$ cat src/rtl/gb_byte_host_if.sv
// Byte-stream and ghostbus signal bundle for the ghostbus host master.
// master = the host block, slave = the byte source/sink and decode network.
interface gb_byte_host_if #(
  parameter int unsigned AW = 24,
  parameter int unsigned DW = 32
);
  logic [7:0]    rx_data;
  logic          rx_valid;
  logic          rx_ready;
  logic [7:0]    tx_data;
  logic          tx_valid;
  logic          tx_ready;
  logic [AW-1:0] gb_addr;
  logic [DW-1:0] gb_wdata;
  logic [DW-1:0] gb_rdata;
  logic          gb_wen;
  logic          gb_rstb;

  modport master (
    input  rx_data, rx_valid, tx_ready, gb_rdata,
    output rx_ready, tx_data, tx_valid, gb_addr, gb_wdata, gb_wen, gb_rstb
  );

  modport slave (
    output rx_data, rx_valid, tx_ready, gb_rdata,
    input  rx_ready, tx_data, tx_valid, gb_addr, gb_wdata, gb_wen, gb_rstb
  );
endinterface

$ cat src/rtl/gb_byte_host.sv
// Ghostbus host master: framed byte stream in, single-cycle write strobes and
// fixed-latency reads out, write acks and read data returned as bytes.
module gb_byte_host #(
  parameter int unsigned AW     = 24,
  parameter int unsigned DW     = 32,
  parameter int unsigned RD     = 8,
  parameter logic [7:0]  WR_ACK = 8'hAC
) (
  input  logic           clk,
  input  logic           rst_n,
  gb_byte_host_if.master bus,
  output logic           busy,
  output logic           err
);

  localparam int unsigned AB = AW / 8;
  localparam int unsigned DB = DW / 8;
  localparam int unsigned CW = 8;
  localparam logic [7:0]  CMD_WR = 8'h01;
  localparam logic [7:0]  CMD_RD = 8'h02;

  typedef enum logic [2:0] {
    S_IDLE, S_ADDR, S_DATA, S_WSTB, S_RSTB, S_RWAIT, S_TXACK, S_TXRD
  } state_t;

  state_t        state_q, state_d;
  logic          is_wr_q, is_wr_d;
  logic [CW-1:0] cnt_q, cnt_d;
  logic [DW-1:0] rsh_q, rsh_d;
  logic [AW-1:0] addr_q, addr_d;
  logic [DW-1:0] wdata_q, wdata_d;
  logic [7:0]    tx_data_q, tx_data_d;
  logic          tx_valid_q, tx_valid_d;
  logic          wen_q, wen_d;
  logic          rstb_q, rstb_d;
  logic          busy_d, err_d;
  logic          rx_ready_q, rx_ready_d;
  logic          rx_fire, tx_fire;

  assign rx_fire = bus.rx_valid & rx_ready_q;
  assign tx_fire = tx_valid_q & bus.tx_ready;

  assign bus.rx_ready = rx_ready_q;
  assign bus.tx_data  = tx_data_q;
  assign bus.tx_valid = tx_valid_q;
  assign bus.gb_addr  = addr_q;
  assign bus.gb_wdata = wdata_q;
  assign bus.gb_wen   = wen_q;
  assign bus.gb_rstb  = rstb_q;

  // State register
  always_ff @(posedge clk or negedge rst_n) begin
    if (!rst_n) state_q <= S_IDLE;
    else        state_q <= state_d;
  end

  // Next-state decode
  always_comb begin
    state_d = state_q;
    case (state_q)
      S_IDLE:  if (rx_fire && (bus.rx_data == CMD_WR || bus.rx_data == CMD_RD)) state_d = S_ADDR;
      S_ADDR:  if (rx_fire && cnt_q == CW'(AB - 1)) state_d = is_wr_q ? S_DATA : S_RSTB;
      S_DATA:  if (rx_fire && cnt_q == CW'(DB - 1)) state_d = S_WSTB;
      S_WSTB:  state_d = S_TXACK;
      S_RSTB:  state_d = S_RWAIT;
      S_RWAIT: if (cnt_q == CW'(1)) state_d = S_TXRD;
      S_TXACK: if (tx_fire) state_d = S_IDLE;
      S_TXRD:  if (tx_fire && cnt_q == '0) state_d = S_IDLE;
      default: state_d = S_IDLE;
    endcase
  end

  // Output and datapath next values; every output is registered from these
  always_comb begin
    is_wr_d    = is_wr_q;
    cnt_d      = cnt_q;
    rsh_d      = rsh_q;
    addr_d     = addr_q;
    wdata_d    = wdata_q;
    tx_data_d  = tx_data_q;
    tx_valid_d = tx_valid_q;
    err_d      = 1'b0;
    wen_d      = (state_d == S_WSTB);
    rstb_d     = (state_d == S_RSTB);
    busy_d     = (state_d != S_IDLE);
    rx_ready_d = (state_d == S_IDLE) || (state_d == S_ADDR) || (state_d == S_DATA);
    case (state_q)
      S_IDLE: if (rx_fire) begin
        is_wr_d = (bus.rx_data == CMD_WR);
        cnt_d   = '0;
        err_d   = (state_d == S_IDLE);
      end
      S_ADDR: if (rx_fire) begin
        addr_d = AW'({addr_q, bus.rx_data});
        cnt_d  = (state_d == S_ADDR) ? cnt_q + CW'(1) : '0;
      end
      S_DATA: if (rx_fire) begin
        wdata_d = DW'({wdata_q, bus.rx_data});
        cnt_d   = (state_d == S_DATA) ? cnt_q + CW'(1) : '0;
      end
      S_WSTB: begin
        tx_data_d  = WR_ACK;
        tx_valid_d = 1'b1;
      end
      S_RSTB: cnt_d = CW'(RD);
      S_RWAIT: begin
        // Capture on the edge ending cycle rstb+RD, first byte goes straight out
        if (state_d == S_TXRD) begin
          tx_data_d  = bus.gb_rdata[DW-1 -: 8];
          rsh_d      = DW'({bus.gb_rdata, 8'h00});
          tx_valid_d = 1'b1;
          cnt_d      = CW'(DB - 1);
        end else begin
          cnt_d = cnt_q - CW'(1);
        end
      end
      S_TXACK: if (tx_fire) tx_valid_d = 1'b0;
      S_TXRD: if (tx_fire) begin
        if (cnt_q == '0) begin
          tx_valid_d = 1'b0;
        end else begin
          tx_data_d = rsh_q[DW-1 -: 8];
          rsh_d     = DW'({rsh_q, 8'h00});
          cnt_d     = cnt_q - CW'(1);
        end
      end
      default: ;
    endcase
  end

  // Output and datapath registers
  always_ff @(posedge clk or negedge rst_n) begin
    if (!rst_n) begin
      is_wr_q    <= 1'b0;
      cnt_q      <= '0;
      rsh_q      <= '0;
      addr_q     <= '0;
      wdata_q    <= '0;
      tx_data_q  <= '0;
      tx_valid_q <= 1'b0;
      wen_q      <= 1'b0;
      rstb_q     <= 1'b0;
      busy       <= 1'b0;
      err        <= 1'b0;
      rx_ready_q <= 1'b0;
    end else begin
      is_wr_q    <= is_wr_d;
      cnt_q      <= cnt_d;
      rsh_q      <= rsh_d;
      addr_q     <= addr_d;
      wdata_q    <= wdata_d;
      tx_data_q  <= tx_data_d;
      tx_valid_q <= tx_valid_d;
      wen_q      <= wen_d;
      rstb_q     <= rstb_d;
      busy       <= busy_d;
      err        <= err_d;
      rx_ready_q <= rx_ready_d;
    end
  end

endmodule

$ cat src/flat_wrapper.sv
// flat-port wrapper written by rule: the top's interface ports become plain ports
module gb_byte_host_flat 
#(
  parameter int unsigned AW     = 24,
  parameter int unsigned DW     = 32,
  parameter int unsigned RD     = 8,
  parameter logic [7:0]  WR_ACK = 8'hAC
)
  (clk, rst_n, busy, err, bus_rx_data, bus_rx_valid, bus_tx_ready, bus_gb_rdata, bus_rx_ready, bus_tx_data, bus_tx_valid, bus_gb_addr, bus_gb_wdata, bus_gb_wen, bus_gb_rstb);
  gb_byte_host_if #(.AW(AW), .DW(DW)) bus_i ();
  input  logic clk;
  input  logic rst_n;
  output logic busy;
  output logic err;
  input wire logic [$bits(bus_i.rx_data)-1:0] bus_rx_data;
  input wire logic [$bits(bus_i.rx_valid)-1:0] bus_rx_valid;
  input wire logic [$bits(bus_i.tx_ready)-1:0] bus_tx_ready;
  input wire logic [$bits(bus_i.gb_rdata)-1:0] bus_gb_rdata;
  output wire logic [$bits(bus_i.rx_ready)-1:0] bus_rx_ready;
  output wire logic [$bits(bus_i.tx_data)-1:0] bus_tx_data;
  output wire logic [$bits(bus_i.tx_valid)-1:0] bus_tx_valid;
  output wire logic [$bits(bus_i.gb_addr)-1:0] bus_gb_addr;
  output wire logic [$bits(bus_i.gb_wdata)-1:0] bus_gb_wdata;
  output wire logic [$bits(bus_i.gb_wen)-1:0] bus_gb_wen;
  output wire logic [$bits(bus_i.gb_rstb)-1:0] bus_gb_rstb;
  assign bus_i.rx_data = bus_rx_data;
  assign bus_i.rx_valid = bus_rx_valid;
  assign bus_i.tx_ready = bus_tx_ready;
  assign bus_i.gb_rdata = bus_gb_rdata;
  assign bus_rx_ready = bus_i.rx_ready;
  assign bus_tx_data = bus_i.tx_data;
  assign bus_tx_valid = bus_i.tx_valid;
  assign bus_gb_addr = bus_i.gb_addr;
  assign bus_gb_wdata = bus_i.gb_wdata;
  assign bus_gb_wen = bus_i.gb_wen;
  assign bus_gb_rstb = bus_i.gb_rstb;
  gb_byte_host #(.AW(AW), .DW(DW), .RD(RD), .WR_ACK(WR_ACK)) u_core (.clk(clk), .rst_n(rst_n), .bus(bus_i), .busy(busy), .err(err));
endmodule
$ cat config.mk
export PLATFORM = sky130hd
export DESIGN_NAME = gb_byte_host_flat
export DESIGN_NICKNAME = d
export VERILOG_FILES = /design/src/rtl/gb_byte_host_if.sv /design/src/rtl/gb_byte_host.sv /design/src/flat_wrapper.sv
export SDC_FILE = /design/constraint.sdc
export NUM_CORES = 1
export LEC_CHECK = 0
export ABC_AREA = 1
export ABC_CLOCK_PERIOD_IN_PS = 3500
export CELL_PAD_IN_SITES_DETAIL_PLACEMENT = 0
export CELL_PAD_IN_SITES_GLOBAL_PLACEMENT = 1
export CORE_ASPECT_RATIO = 1.25
export CORE_MARGIN = 4
export CORE_UTILIZATION = 40
export CTS_CLUSTER_DIAMETER = 60
export CTS_CLUSTER_SIZE = 40
export DETAILED_ROUTE_END_ITERATION = 12
export GPL_TIMING_DRIVEN = 1
export PLACE_DENSITY_LB_ADDON = 0.1
export SETUP_SLACK_MARGIN = 0.3
export SLEW_MARGIN = 40
export SYNTH_ARGS = -nofsm -noshare
export SYNTH_HDL_FRONTEND = slang
export SYNTH_SLANG_ARGS = --single-unit
$ cat constraint.sdc
create_clock -name clk -period 3.5 [get_ports clk]
set_input_delay 0.7 -clock clk [delete_from_list [all_inputs] [get_ports clk]]
set_output_delay 0.7 -clock clk [all_outputs]
set_load 0.05 [all_outputs]
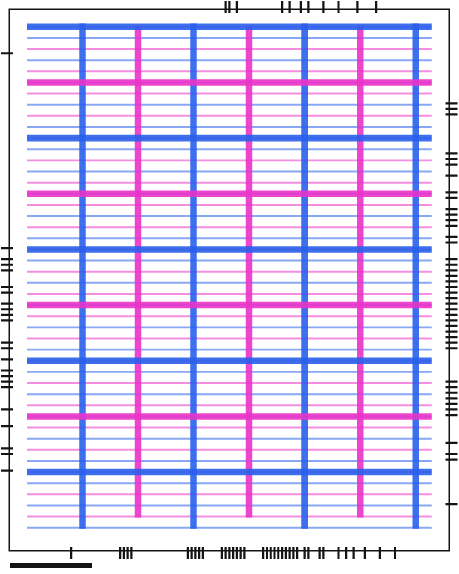
Fig. 1. Power grid (run 1).
The bar under the picture is 20 µm long. Pins as bars on the die edge.
Key: blue = VSS; magenta = VDD
9 straps on met5. 114 signal pins sit on the boundary. The core has 45 rows. 46 met1 rails follow the rows. 7 straps on met4.
Die W: 107.2 µm
Peak VDD IR: 0.2893 mV

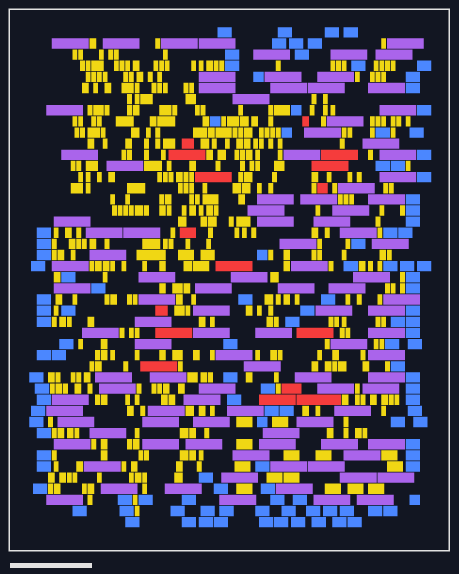
Fig. 2. Cell classes on the final placement (run 1).
The bar under the picture is 20 µm long.
Key: red = clock drivers and dummy loads [cells 16, share of their area 4.9%]; yellow = all other logic [cells 456, share of their area 34%]; blue = other buffers and delay cells [cells 119, share of their area 19%]; purple = flip-flops [cells 106, share of their area 42%]
core area: 12110 µm²
Seq/total area: 40.73%
final instance area: 6513 µm²
Row Count: 45

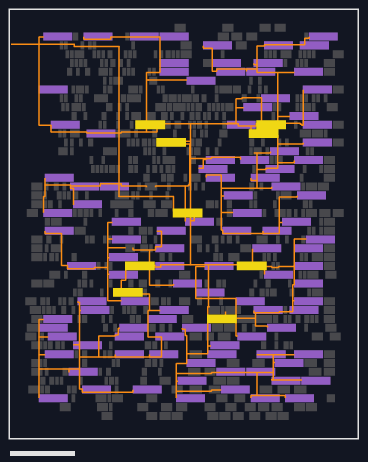
Fig. 3. Clock wires, drivers and flops (run 1).
The bar under the picture is 20 µm long.
Key: yellow = cells driving clock nets [count 9]; purple = flip-flops [count 106]; orange = clock wires [length 1300 µm]
There are 10 routed clock nets. Position of the flops: spread over the die.
Clk pwr share: 44.6%
Fin Clk Skew: 8.587 ps
Clock Latency Late Sink: 340 ps

==> impl_metrics.json, run 1 <==
{
  "drc": 0,
  "yosys_cells": 581,
  "period_needed_ps": 2529,
  "reg2reg_slack_ps": 1080,
  "numCtsBuffers": 9,
  "comb_area_um2": 1949,
  "layout_top_cells": "213 x nand2_1, 112 x clkdlybuf4s50_1, 106 x dfrtp_1",
  "logic_gates": 397,
  "switchingPower_mw": 0.5027,
  "place_area_um2": 6202,
  "synth_top_cell_by_count": "nand2_1",
  "ios": 114,
  "grt_use_met1_pct": 20.69,
  "grt_pass1_vias": 3968,
  "cts_tree": "built",
  "num_antenna_cells": 0,
  "wl_met1_mm": 4.953,
  "cp_common_cell": "nand2_1",
  "cp_max_fo": 32,
  "wl_mm": 11.56,
  "clk_pin_slew_worst_paths_ps": 70,
  "xor_area_share_pct": 1.425,
  "async_flop_share_pct": 100.0,
  "drive_above_1_share_pct": 8.321,
  "final_util_pct": 53.80,
  "cp.required_ps": 3770,
  "root_buffer": "clkbuf_16",
  "n_all_buffers": 119,
  "status": "finished clean",
  "setup_viol": 0,
  "comb_power_share_pct": 3.4,
  "r2r_cells": 14,
  "synth_area_um2": 4916
}
Fig. 4: run 1, cell outlines without signal wires
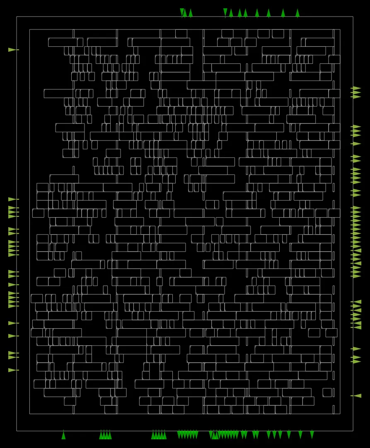

==> run 2: changes to the inputs <==
--- a/config.mk
+++ b/config.mk
@@ -6,12 +6,12 @@
 export NUM_CORES = 1
 export LEC_CHECK = 0
 export ABC_AREA = 1
-export ABC_CLOCK_PERIOD_IN_PS = 3500
+export ABC_CLOCK_PERIOD_IN_PS = 2500
 export CELL_PAD_IN_SITES_DETAIL_PLACEMENT = 0
 export CELL_PAD_IN_SITES_GLOBAL_PLACEMENT = 1
 export CORE_ASPECT_RATIO = 1.25
 export CORE_MARGIN = 4
-export CORE_UTILIZATION = 40
+export CORE_UTILIZATION = 37
 export CTS_CLUSTER_DIAMETER = 60
 export CTS_CLUSTER_SIZE = 40
 export DETAILED_ROUTE_END_ITERATION = 12
==> constraint.sdc (replaced) <==
create_clock -name clk -period 2.5 [get_ports clk]
set_input_delay 0.5 -clock clk [delete_from_list [all_inputs] [get_ports clk]]
set_output_delay 0.5 -clock clk [all_outputs]
set_load 0.05 [all_outputs]
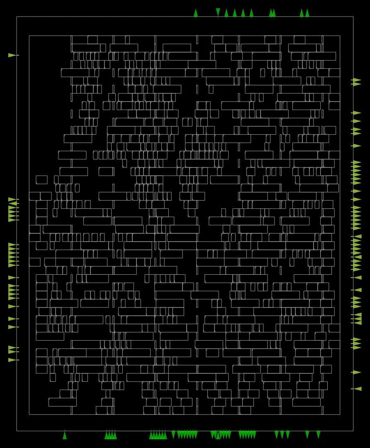
Fig. 5. Cell outlines without signal wires (run 2).
core area: 12830 µm²
non-filler instance count after layout: 884
Row Count: 46
final core utilization: 52.68%

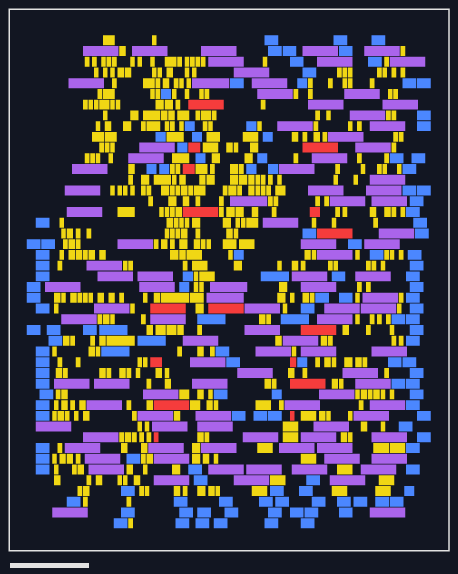
Fig. 6. Cell classes on the final placement (run 2).
The bar under the picture is 20 µm long.
Key: purple = flip-flops [cells 106, share of their area 41%]; blue = other buffers and delay cells [cells 138, share of their area 21%]; yellow = all other logic [cells 456, share of their area 34%]; red = clock drivers and dummy loads [cells 16, share of their area 4.1%]
Seq/total area: 39.30%
final instance area: 6761 µm²

==> impl_metrics.json, run 2 <==
{
  "async_flop_share_pct": 100.0,
  "clk_latency_ps": 350,
  "grt_use_met1_pct": 19.45,
  "status": "finished clean",
  "tapCellCount": 168,
  "clk_pin_slew_worst_paths_ps": 70,
  "xor_area_share_pct": 1.425,
  "cts_tree": "built",
  "synth_top_cell_by_count": "nand2_1",
  "cts.sinks": 106,
  "comb_area_um2": 2007,
  "drive_above_1_share_pct": 13.41,
  "wl_mm": 12.05,
  "period_needed_ps": 2082,
  "setup_viol": 0,
  "synth_area_um2": 4916,
  "final_hold_viol_count": 0,
  "rsz0062_at_grt": "false",
  "finClkSkew_ps": 6.355,
  "layout_top_cells": "209 x nand2_1, 112 x clkdlybuf4s50_1, 102 x dfrtp_1",
  "ys_area_um2": 4916,
  "reg2reg_slack_ps": 470,
  "largest_reg_flops": 32,
  "root_buffer": "clkbuf_16",
  "drc": 0,
  "place_area_um2": 6380,
  "switchingPower_mw": 0.6887,
  "wl_met1_mm": 5.096,
  "num_antenna_cells": 0,
  "comb_power_share_pct": 3.7,
  "detail_route.iter0.violations": 232,
  "switching_share_pct": 21.86,
  "yosys_cells": 581,
  "sh_comb_area_pct": 29.68,
  "p_clk_share_pct": 41.9,
  "logic_gates": 397,
  "grtUsageMet2_pct": 29.12,
  "ios": 114,
  "r2r_cells": 16,
  "cp.required_ps": 2000,
  "cp_max_fo": 3,
  "grt_pass1_vias": 4014,
  "yosysTopAreaCell": "dfrtp_1"
}
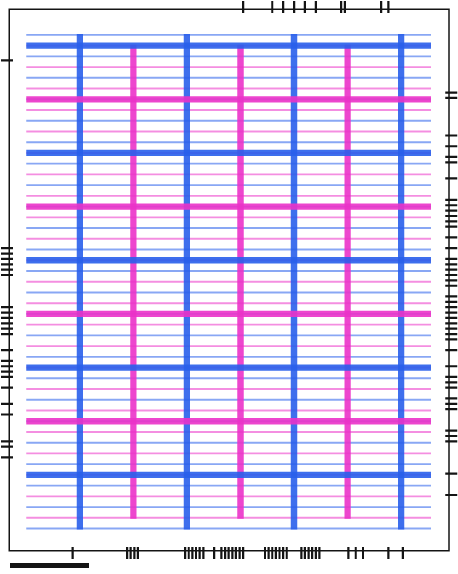
Fig. 7. Power grid (run 2).
The bar under the picture is 20 µm long. Pins as bars on the die edge.
Key: magenta = VDD; blue = VSS
7 straps on met4. 114 signal pins sit on the boundary. 47 met1 rails follow the rows. The core has 46 rows.
Peak VDD IR: 0.3407 mV
Die W: 111.1 µm
DIE HEIGHT: 136.9 µm

No activity file was given, so power comes from the tool's default toggle rates.
